==> images/layer_met3.png <==
(6 px per micron)
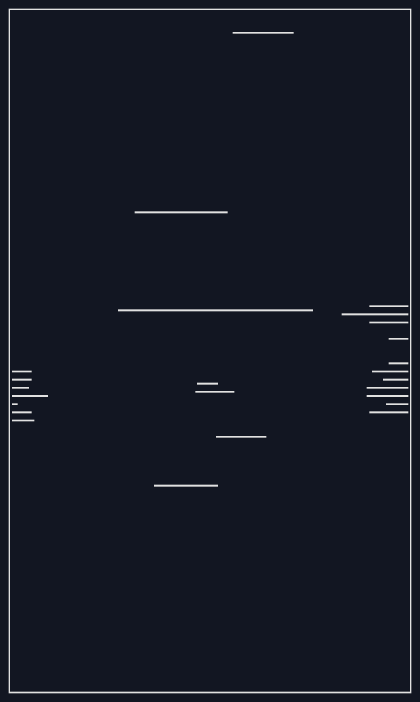
==> images/clk_routes.png <==
(6 px per micron)
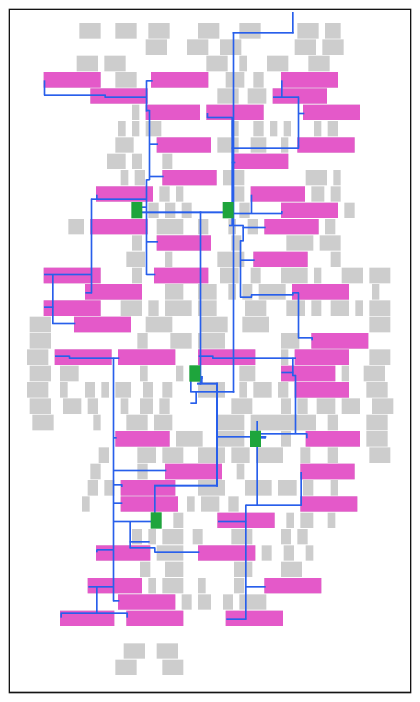
==> images/wires.png <==
(3 px per micron)
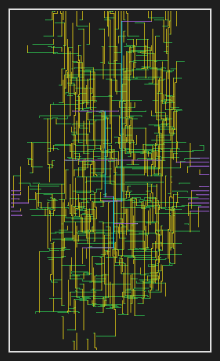
==> images/clocks.png <==
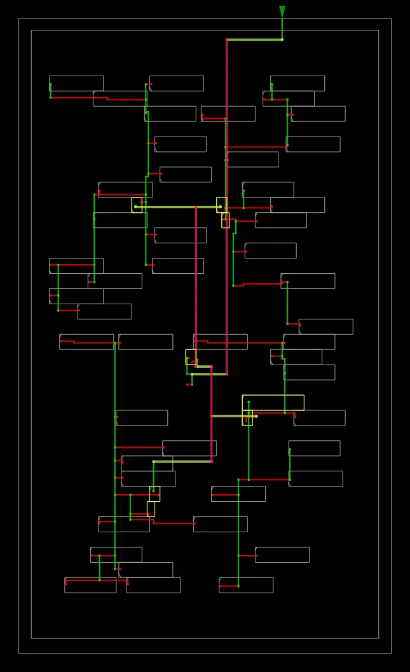
**config.mk**
```make
export PLATFORM = sky130hd
export DESIGN_NAME = motor_bridge_ctrl
export DESIGN_NICKNAME = d
export VERILOG_FILES = /design/src/rtl/motor_bridge_pkg.sv /design/src/rtl/motor_bridge_chan.sv /design/src/rtl/motor_bridge_ctrl.sv
export SDC_FILE = /design/constraint.sdc
export NUM_CORES = 1
export LEC_CHECK = 0
export ABC_CLOCK_PERIOD_IN_PS = 3600
export CELL_PAD_IN_SITES_DETAIL_PLACEMENT = 1
export CELL_PAD_IN_SITES_GLOBAL_PLACEMENT = 2
export CORE_ASPECT_RATIO = 1.75
export CORE_MARGIN = 2
export CORE_UTILIZATION = 35
export CTS_BUF_LIST = sky130_fd_sc_hd__clkbuf_2
export CTS_CLUSTER_SIZE = 30
export DETAILED_ROUTE_END_ITERATION = 12
export PLACE_DENSITY = 0.91
export SKIP_CTS_REPAIR_TIMING = 1
export SLEW_MARGIN = 40
export SYNTH_ARGS = -nofsm -noshare
export SYNTH_HDL_FRONTEND = slang
export SYNTH_SLANG_ARGS = --single-unit
```
**constraint.sdc**
```tcl
create_clock -name Clk -period 3.6 [get_ports Clk]
set_clock_uncertainty 0.2 [all_clocks]
set_input_delay 1.08 -clock Clk [delete_from_list [all_inputs] [get_ports Clk]]
set_output_delay 1.08 -clock Clk [all_outputs]
set_load 0.02 [all_outputs]
```
**src/rtl/motor_bridge_pkg.sv**
```systemverilog
// Shared types and constants for the H-bridge output sequencer.
// Holds the per-channel state/target enums and the control-code decode.
package motor_bridge_pkg;

    localparam int CTL_W = 2;

    localparam logic [CTL_W-1:0] CTL_COAST = 2'b00;
    localparam logic [CTL_W-1:0] CTL_FWD   = 2'b01;
    localparam logic [CTL_W-1:0] CTL_REV   = 2'b10;
    localparam logic [CTL_W-1:0] CTL_BRAKE = 2'b11;

    typedef enum logic [1:0] {
        ST_IDLE,
        ST_FWD,
        ST_REV,
        ST_FAULT
    } chanState_t;

    typedef enum logic [1:0] {
        TGT_COAST,
        TGT_BRAKE,
        TGT_FWD,
        TGT_REV
    } target_t;

    // Measure window beats everything, then slow-decay brake, then direction.
    function automatic target_t decodeTarget(input logic [CTL_W-1:0] code,
                                             input logic             pwm,
                                             input logic             measure);
        target_t tgt;
        if (measure || code == CTL_COAST) begin
            tgt = TGT_COAST;
        end else if (!pwm || code == CTL_BRAKE) begin
            tgt = TGT_BRAKE;
        end else if (code == CTL_FWD) begin
            tgt = TGT_FWD;
        end else begin
            tgt = TGT_REV;
        end
        return tgt;
    endfunction

endpackage

```
**src/rtl/motor_bridge_chan.sv**
```systemverilog
// One H-bridge channel: fault synchronizer, target decode, drive FSM with
// dead-time idle counter, and registered A/B/C/fault outputs.
module motor_bridge_chan
    import motor_bridge_pkg::*;
#(
    parameter int DT_W = 4
) (
    input  logic             Clk,
    input  logic             ResetN,
    input  logic             Enable,
    input  logic [DT_W-1:0]  DeadTime,
    input  logic [CTL_W-1:0] Control,
    input  logic             Pwm,
    input  logic             Measure,
    input  logic             FaultN,
    input  logic             FaultClr,
    output logic             MotorA,
    output logic             MotorB,
    output logic             MotorC,
    output logic             FaultStat
);

    chanState_t      state;
    chanState_t      nextState;
    target_t         target;
    logic            faultMeta;
    logic            faultSync;
    logic [DT_W-1:0] idleCnt;
    logic [DT_W-1:0] idleCntNext;
    logic            deadTimeMet;
    logic            driveA;
    logic            driveB;
    logic            driveC;

    function automatic logic [DT_W-1:0] satInc(input logic [DT_W-1:0] v);
        return (v == {DT_W{1'b1}}) ? v : v + DT_W'(1);
    endfunction

    // FaultN is asynchronous to Clk; both flops idle high so reset is fault-free.
    always_ff @(posedge Clk or negedge ResetN) begin
        if (!ResetN) begin
            faultMeta <= 1'b1;
            faultSync <= 1'b1;
        end else begin
            faultMeta <= FaultN;
            faultSync <= faultMeta;
        end
    end

    assign target      = decodeTarget(Control, Pwm, Measure);
    assign deadTimeMet = (idleCnt >= DeadTime);

    always_comb begin
        nextState   = state;
        idleCntNext = '0;
        driveA      = 1'b0;
        driveB      = 1'b0;
        driveC      = 1'b0;

        if (!faultSync) begin
            nextState = ST_FAULT;
        end else if (state == ST_FAULT) begin
            if (FaultClr) begin
                nextState = ST_IDLE;
            end
        end else if (!Enable) begin
            nextState = ST_IDLE;
        end else begin
            case (state)
                ST_IDLE: begin
                    if (deadTimeMet && target == TGT_FWD) begin
                        nextState = ST_FWD;
                    end else if (deadTimeMet && target == TGT_REV) begin
                        nextState = ST_REV;
                    end
                end
                ST_FWD: begin
                    if (target != TGT_FWD) begin
                        nextState = ST_IDLE;
                    end
                end
                ST_REV: begin
                    if (target != TGT_REV) begin
                        nextState = ST_IDLE;
                    end
                end
                default: nextState = ST_IDLE;
            endcase
        end

        // Counter reads zero in the first idle cycle, so DeadTime=N gives N+1 idle cycles.
        if (state == ST_IDLE) begin
            idleCntNext = satInc(idleCnt);
        end

        // Outputs decode the next state so turn-off lands one cycle after the input change.
        driveA = (nextState == ST_FWD);
        driveB = (nextState == ST_REV);
        driveC = (nextState == ST_FAULT) ||
                 (nextState == ST_IDLE && (!Enable || target == TGT_COAST));
    end

    always_ff @(posedge Clk or negedge ResetN) begin
        if (!ResetN) begin
            state     <= ST_IDLE;
            idleCnt   <= '1;
            MotorA    <= 1'b0;
            MotorB    <= 1'b0;
            MotorC    <= 1'b1;
            FaultStat <= 1'b0;
        end else begin
            state     <= nextState;
            idleCnt   <= idleCntNext;
            MotorA    <= driveA;
            MotorB    <= driveB;
            MotorC    <= driveC;
            FaultStat <= (nextState == ST_FAULT);
        end
    end

endmodule

```
**src/rtl/motor_bridge_ctrl.sv**
```systemverilog
// N-channel H-bridge output sequencer: one independent channel per motor,
// sharing only Enable, DeadTime and FaultClr.
module motor_bridge_ctrl
    import motor_bridge_pkg::*;
#(
    parameter int CHANNELS = 4,
    parameter int DT_W     = 4
) (
    input  logic                      Clk,
    input  logic                      ResetN,
    input  logic                      Enable,
    input  logic [DT_W-1:0]           DeadTime,
    input  logic [CTL_W*CHANNELS-1:0] Control,
    input  logic [CHANNELS-1:0]       Pwm,
    input  logic [CHANNELS-1:0]       Measure,
    input  logic [CHANNELS-1:0]       FaultN,
    input  logic                      FaultClr,
    output logic [CHANNELS-1:0]       MotorA,
    output logic [CHANNELS-1:0]       MotorB,
    output logic [CHANNELS-1:0]       MotorC,
    output logic [CHANNELS-1:0]       FaultStat
);

    for (genvar i = 0; i < CHANNELS; i++) begin : gChan
        motor_bridge_chan #(
            .DT_W(DT_W)
        ) uChan (
            .Clk      (Clk),
            .ResetN   (ResetN),
            .Enable   (Enable),
            .DeadTime (DeadTime),
            .Control  (Control[CTL_W*i +: CTL_W]),
            .Pwm      (Pwm[i]),
            .Measure  (Measure[i]),
            .FaultN   (FaultN[i]),
            .FaultClr (FaultClr),
            .MotorA   (MotorA[i]),
            .MotorB   (MotorB[i]),
            .MotorC   (MotorC[i]),
            .FaultStat(FaultStat[i])
        );
    end

endmodule

```
==> flow_summary.toml <==
# implementation run metrics
[run]
warning_count = 26
maxCapViolCount = 0

[power]
internal_power_w = 0.000749
largest_power_group = "registers"
power.share.switching = 0.257
power.static_leakage_nw = 1.27
p_per_area_nw_per_um2 = 349
powerComb_w = 0.000133
combPwrFrac = 0.132
vdd_ir_drop_max_mv = 0.189
seq_power_share = 0.588
power_switching_w = 0.000260
power_drawn_by_the_sequential_cells_w = 0.000593

[synth]
syn_area_sq_um = 2400
synth_dominant_cell_count = "sky130_fd_sc_hd__dfstp_2"
leading_register_cell_type_out_of_synthesis = "sky130_fd_sc_hd__dfstp_2"
number_of_synthesized_flops_with_an_enable_pin = 0
synth_nets = 267
synth.yosys.chip_area_sq_um = 2400
yosys-top-cells-area = "sky130_fd_sc_hd__dfstp_2 31%, sky130_fd_sc_hd__dfrtp_1 21%, sky130_fd_sc_hd__ha_1 10%"
postSynthCellCount = 219
ys_warn_count = 0
async_reset_ff_frac = 1.00
yosys_cells = 219
yosys.stat.seqShare = 0.514
avgSynthCellArea_sq_um = 11.0
top_area_frac = 0.306
synth_area_leader_cell = "sky130_fd_sc_hd__dfstp_2"
post_synth_most_frequent_cells = "28 x sky130_fd_sc_hd__dfstp_2, 20 x sky130_fd_sc_hd__dfrtp_1, 20 x sky130_fd_sc_hd__ha_1, 20 x sky130_fd_sc_hd__nor3_1, 19 x sky130_fd_sc_hd__inv_1"
synth.lib_cells_used.distinct = 22
synth-seq-cells = 48

[grt]
overflow = 0
grt_antenna_before_repair = 1
number_of_global_route_vias_before_repair = 1954
grt_pass1_wl_microns = 8980
grt_max_degree = 44

[sta]
final_hold_viol_count = 0
worst_slew_pin_slew_ns = 0.547
setup_viol = 0
rsz_0062_raised_after_global_routing = "false"
highest_clock_rate_mhz = 348
timing.setup.tns_ns = 0
fin_crit_sh = 0.798
number_of_pins_exceeding_their_max_slew_limit_in_the_final_report = 0
max_slew_margin = 0.635
period_minus_slack_ns = 2.87

[worst_setup_path]
end_kind = "output pin"
crit_fanout = 1
crit_required_ns = 2.32
startpoint = "gChan[1].uChan.MotorC"
regToRegStartpoint = "gChan[0].uChan.idleCnt[0]"
arrival_ns = 1.59
timing.critical_path.depth = 1
cell_family_with_the_largest_share_of_critical_path_delay = "buffers and inverters"
worstSetupEndpoint = "MotorC[1]"
nature_of_the_critical_path_startpoint = "flip-flop"
worstSetupPathType = "flip-flop to output pin"
reg2reg_to = "gChan[0].uChan.state[0]"
worstRegToRegCells = 5
cell_with_the_largest_stage_delay_on_the_worst_path = "sky130_fd_sc_hd__clkdlybuf4s50_1"
timing.critical_path.buf_inv = 1
slowest_delay_ns = 0.60
crit_chain = "clkdlybuf4s50_1"
worst_reg_to_reg_setup_slack_ns = 1.67

[finish]
seq_area_sq_um = 1240
mi_logic_area_sq_um = 976
filler_cell_count = 767
finalInstanceArea_sq_um = 2890
most_area_hungry_cell_class_in_the_final_design = "registers"
syn2layout_area_growth_pct = 20.2
final_nets = 302
final-clk-cell-share = 0.0217
seq_share = 0.428
nonClockBufferCount = 44
inverters = 19
diodes = 1
layout.comb_gates.multi_input = 136
non_clock_buffer_area_share = 0.151
fraction_of_area_in_multi_input_gates = 0.338
final_layout_size_suffix_gt1_frac = 0.141

[min_path]
min-delay-start = "gChan[2].uChan.faultMeta"
worstHoldEndpoint = "gChan[2].uChan.faultSync"
min_path_cells = 0
holdCritPathClass = "flip-flop to flip-flop"

[placement]
placement.io_buffers = 43
dpl-instance-area_sq_um = 2820
place.detailed.hpwl_microns = 4180
gpl.final_weighted_congestion = 0.729

[cts]
clock-root-buffer = "sky130_fd_sc_hd__clkbuf_2"
cts_tree = "yes"
clkTransAtPathRegs_ns = 0.23
max-clock-path-buffers = 2
h-tree-depth = 2

[die]
core.rowCount = 40
core_area_sq_um = 6760
floorplan.initialDensity = 0.356
fp.dieArea_sq_um = 7570
chipHeight_microns = 114
die.size.x_microns = 66.6
number_of_well_tap_cells_placed = 84
boundaryPins = 44

[detailed_routing]
vias_per_cell = 5.19
drtPass1Iterations = 4
drcViolationCount = 0
drt.antenna.violating_nets = 0
initialDrtViolationCount = 64

[status]
outcome = "complete, no violations"
Notes on layer_met3.png above:
main direction = horizontal
wire length on this layer = 168 microns
nets with wire on the layer = 21
met3 track utilization from global routing: 0.0178
via count: 1765
total wirelength of the detailed-routed design: 5410 microns

Notes on clk_routes.png above:
magenta -> flip-flops  # count 48
blue -> clock wires  # length 607 microns
green -> clock drivers  # count 5
routed clock nets = 6
Skew-Pair Late Insertion Delay: 0.42 ns
reported clock group power: 0.000283 W
Clock Power Share: 0.281

Notes on wires.png above:
green -> metal 1  # wire length 1990 microns
purple -> metal 3  # wire length 168 microns
cyan -> metal 4  # wire length 105 microns
yellow -> metal 2  # wire length 3150 microns
routed len/inst: 15.9 microns
total track usage: 0.156

Notes on clocks.png above:
TritonCTS buffer count: 5
count of sequential standard cells: 48
CTS sink cnt: 48
number of clock-tree buffers in the layout: 5

[routing by layer]
layer	routed length, microns	track usage
met1	1990	0.163
met2	3150	0.303
met3	167	0.0178
met5	0	0
met4	105	0.0612
[per-stage QoR]
step / power (W) / hold WS [ns] / worst slack [ns] / utilization / cells
global route: 0.00106 / 0.180 / 0.660 / 0.428 / 340
finish: 0.00101 / 0.169 / 0.727 / 0.428 / 340
global placement: 0.000730 / 0.146 / 0.638 / 0.418 / 331
floorplan: 0.000662 / 0.145 / 1.32 / - / 219
CTS: 0.00102 / 0.174 / 0.689 / 0.427 / 339
detailed placement: 0.000736 / 0.147 / 0.593 / 0.418 / 331
[cell usage in the layout, fill, tap and decap left out, drive strengths merged]
cell,netlist,final
a2111oi,4,4
a211o,8,8
a21oi,8,8
a31oi,4,4
and3b,4,4
buf,16,2
bufinv,0,1
clkbuf,0,5
clkdlybuf4s50,0,42
clkinv,0,2
dfrtp,20,20
dfstp,28,28
diode,0,1
ha,20,20
inv,19,19
mux2i,4,4
nand2,4,4
nand3,16,16
nor2,12,12
nor3,20,20
o2111ai,4,4
o211a,4,4
o21a,4,4
o21ai,12,12
or3b,4,4
xnor2,4,4
[kinds of logic after synthesis]
| kind of cell | after synthesis | share of synthesized area |
|---|---|---|
| compound gates | 48 | 0.142 |
| xor+xnor | 4 | 0.0146 |
| fa+ha+maj | 20 | 0.104 |
| buf+inv | 35 | 0.0796 |
| flops | 48 | 0.514 |
| mux | 4 | 0.0167 |
| simple gates | 60 | 0.129 |
[flip-flops by register name, summed over array words and instances (netlist names)]
signal and count:
gChan.uChan.FaultStat 4, gChan.uChan.faultSync 4, gChan.uChan.MotorB 4, gChan.uChan.state 8, gChan.uChan.faultMeta 4, gChan.uChan.idleCnt 16
gChan.uChan.MotorA 4, gChan.uChan.MotorC 4
Power is estimated from default activity; no workload was simulated.
